Wiring heat map:
The die is cut into 10 by 20 equal tiles; black is low, pale yellow is high, scaled to the fullest tile. Values are wire area over tile area, all layers added.
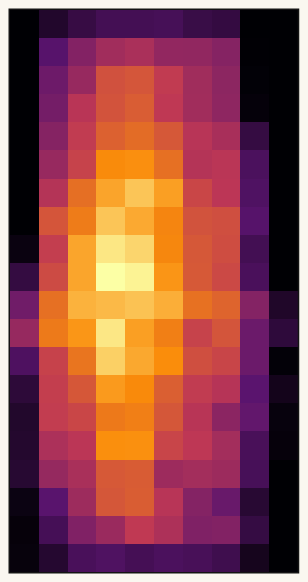
Port wiring:
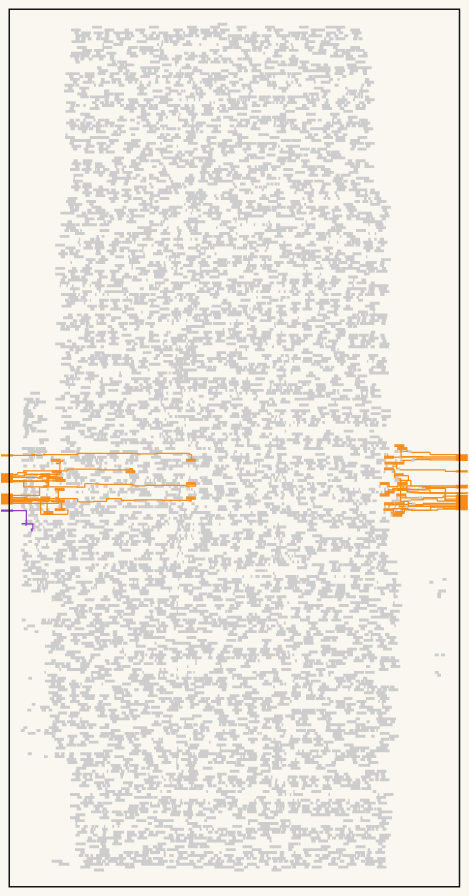
The metal 3 layer:
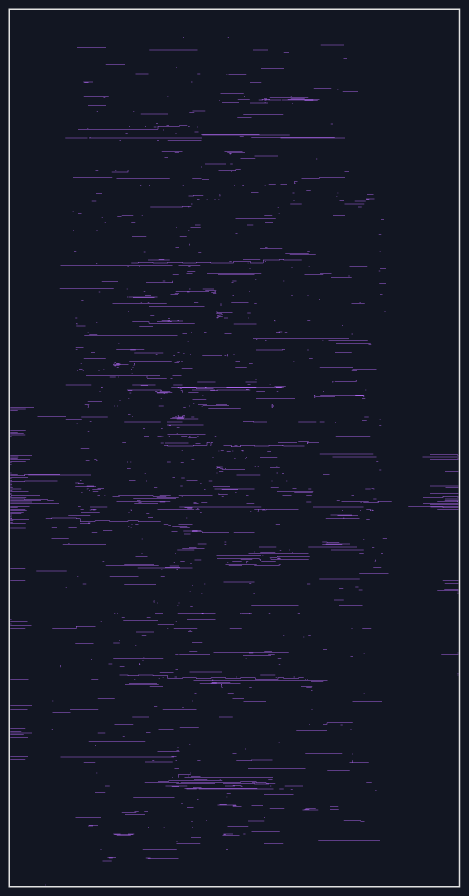
Sequential cells colored by netlist name:
Other sequential cells in the stronger gray, the rest of the logic in the fainter gray.
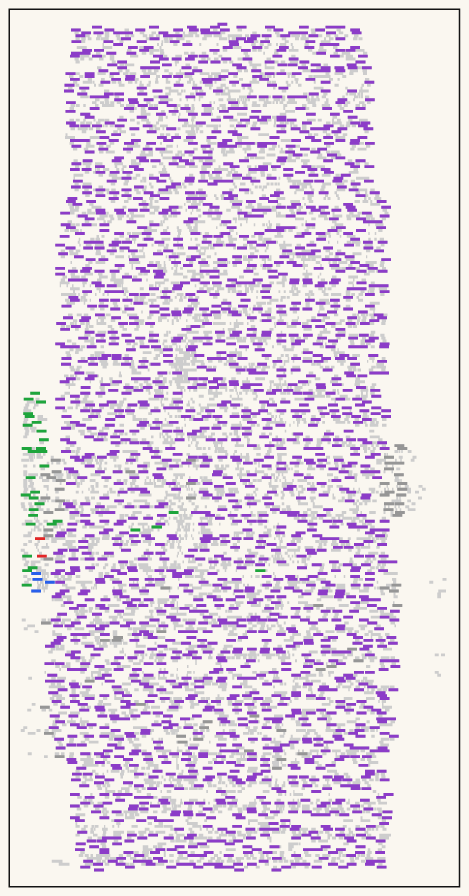
`config.mk`:
```
export PLATFORM = sky130hd
export DESIGN_NAME = data_mem_responder
export DESIGN_NICKNAME = d
export VERILOG_FILES = /design/src/rtl/data_mem_responder.sv
export SDC_FILE = /design/constraint.sdc
export NUM_CORES = 2
export LEC_CHECK = 0
export CORE_ASPECT_RATIO = 2
export CORE_MARGIN = 10
export CORE_UTILIZATION = 30
export DETAILED_ROUTE_END_ITERATION = 8
export GPL_TIMING_DRIVEN = 0
export PLACE_DENSITY = 0.42
export SKIP_LAST_GASP = 1
export SLEW_MARGIN = 30
export SYNTH_ARGS = -nofsm -noshare
export SYNTH_HDL_FRONTEND = slang
export SYNTH_SLANG_ARGS = --single-unit
```
`constraint.sdc`:
```
create_clock -name clk -period 3.95 [get_ports clk]
set_input_delay 0.9875 -clock clk [delete_from_list [all_inputs] [get_ports clk]]
set_output_delay 0.9875 -clock clk [all_outputs]
set_load 0.02 [all_outputs]
```
`src/rtl/data_mem_responder.sv`:
```
// Multi-cycle data-memory responder: one load/store per valid/ready handshake,
// performed against a reset-cleared word RAM after LATENCY wait states.
module data_mem_responder #(
    parameter int DEPTH   = 64,
    parameter int LATENCY = 2
) (
    input  logic        clk,
    input  logic        rst_n,
    input  logic        req_valid,
    output logic        req_ready,
    input  logic        req_write,
    input  logic [31:0] req_addr,
    input  logic [31:0] req_wdata,
    output logic        resp_valid,
    input  logic        resp_ready,
    output logic [31:0] resp_rdata,
    output logic        resp_err
);
    localparam int AW = (DEPTH > 1) ? $clog2(DEPTH) : 1;

    localparam logic [1:0] S_IDLE = 2'd0;
    localparam logic [1:0] S_WAIT = 2'd1;
    localparam logic [1:0] S_RESP = 2'd2;

    logic [1:0]             state;
    logic [3:0]             cnt;
    logic                   wr_q;
    logic [31:0]            addr_q;
    logic [31:0]            wdata_q;
    logic [31:0]            rdata_q;
    logic                   err_q;
    logic [DEPTH-1:0][31:0] ram;

    // Decoded from the latched address only; request inputs may move after acceptance.
    logic          addr_err;
    logic [AW-1:0] widx;
    assign addr_err = (addr_q[1:0] != 2'b00) || (addr_q[31:2] >= 30'(DEPTH));
    assign widx     = addr_q[AW+1:2];

    always_ff @(posedge clk or negedge rst_n) begin
        if (!rst_n) begin
            state   <= S_IDLE;
            cnt     <= '0;
            wr_q    <= 1'b0;
            addr_q  <= '0;
            wdata_q <= '0;
            rdata_q <= '0;
            err_q   <= 1'b0;
            ram     <= '0;
        end else begin
            case (state)
                S_IDLE: begin
                    if (req_valid) begin
                        wr_q    <= req_write;
                        addr_q  <= req_addr;
                        wdata_q <= req_wdata;
                        cnt     <= 4'(LATENCY);
                        state   <= S_WAIT;
                    end
                end
                S_WAIT: begin
                    if (cnt == 4'd0) begin
                        state <= S_RESP;
                        err_q <= addr_err;
                        if (addr_err) begin
                            rdata_q <= '0;
                        end else if (wr_q) begin
                            ram[widx] <= wdata_q;
                            rdata_q   <= '0;
                        end else begin
                            rdata_q <= ram[widx];
                        end
                    end else begin
                        cnt <= cnt - 4'd1;
                    end
                end
                S_RESP: begin
                    if (resp_ready) state <= S_IDLE;
                end
                default: state <= S_IDLE;
            endcase
        end
    end

    assign req_ready  = (state == S_IDLE);
    assign resp_valid = (state == S_RESP);
    assign resp_rdata = rdata_q;
    assign resp_err   = err_q;
endmodule

```
==> flow_summary.toml <==
# synthesis and place-and-route metrics
[timing]
setup_ws_ps = 13.8
relSlewSlack_pct = 30.2
fin_crit_sh_pct = 99.7
fin_hold_ws_ps = 115
worstMarginPinSlew_ps = 1050

[clock_tree]
holdBufCountCts = 0
root_buffer = "clkbuf_16"
numCtsBuffers = 211
cts_tree = "yes"

[logic_synthesis]
ys_area_sq_um = 95900
syn_area_sq_um = 95900
ys_async_sr_fraction_pct = 100
synthDistinctLibCells = 46
yosysTopAreaCellShare_pct = 56.1
ff_type = "dfrtp_1"
edf_count = 0

[cells_and_area]
clkCellAreaFrac_pct = 6.17
inverters = 6
largest_register_ffs = 2048
top_area_cell_class = "registers"
fin_area_sq_um = 112000
nNetsFinal = 7121
final_cell_mix = "2150 x dfrtp_1, 2111 x mux2_2, 374 x mux2i_1"
fill_cells = 30800
clockBufferCount = 306

[power_and_ir_drop]
ir_drop_uv = 406
power_density_nw_per_um2 = 580

[route]
antenna_left = 0
wl_met1_um = 131000
top_layer = "met5"

[floorplan]
rows = 293
fp-utilization_pct = 30.1
die_area_sq_um = 344000

[global_route]
grt_pass1_wl_um = 536000
grt-busiest-layer = "met2"

[job]
warning_count = 67
timing.max_cap.violations = 0

[status]
status = "complete, no violations"

[placed_design]
hpwl_um = 296000

[worst_setup_path]
r2r_end = "resp_rdata[10]"
cp.arrival_ps = 4720
start_kind = "flip-flop"

[hold_path]
hold_path_class = "in2async"
-- 'wiring heat map' (at the start) --
mean over tiles: 0.19
nearly empty tiles: 15%
densest ninth of the die: center
emptiest ninth of the die: upper right
tiles over half the peak: 40%
fullest tile: 0.47
total number of vias: 60300
Total GRT Usage: 22.3%

-- 'port wiring' (at the start) --
| port | color | direction | end cells | buffers | wire |
|---|---|---|---|---|---|
| `resp_valid` | purple | output | 1 | 1 | 45.9 um |
| `resp_rdata` | orange | output | 32 | 32 | 2490 um |
number of port buffers: 103
# IOs: 104

-- 'the metal 3 layer' (at the start) --
wire length on this layer: 11800 um
nets with wire on the layer: 531
main direction: horizontal
final WL: 390000 um
met3 Use GR: 2.54%

-- 'sequential cells colored by netlist name' (at the start) --
| name in the netlist | color | placed flops |
|---|---|---|
| `state` | red | 2 |
| `cnt` | blue | 4 |
| `addr_q` | green | 32 |
| `ram` | purple | 2048 |
register area: 53900 sq um
Layout Utilization: 35.2%

kinds of logic after synthesis:
logic type	synth area share (%)
compound gates	5.37
mux	33.5
simple gates	2.02
buf+inv	2.93
fa+ha+maj	0.0261
xor+xnor	0.0183
flops	56.1
report_power, final:
group	switching (uW)	internal [uW]	total [uW]
Sequential	253	22400	22700
Clock	9300	11800	21100
Combinational	16400	4860	21300
Total	26000	39100	65000
what timing repair did:
item | 4_1_cts | 5_1_grt
buffers inserted | 2 | 1
gates cloned | 5 | 1
resized | 241 | 68
pin swaps | 3 | 3
setup endpoints to repair | 1968 | 1085
worst max-delay path: stages, from the launching register on:
cell and delay (ps):
dfrtp_1 370, buf_2 250, inv_1 120, clkbuf_1 600
clkbuf_4 510, buf_16 190, clkbuf_2 300, mux2i_4 510
nor2_1 220, nor4_4 480, o21ai_0 140
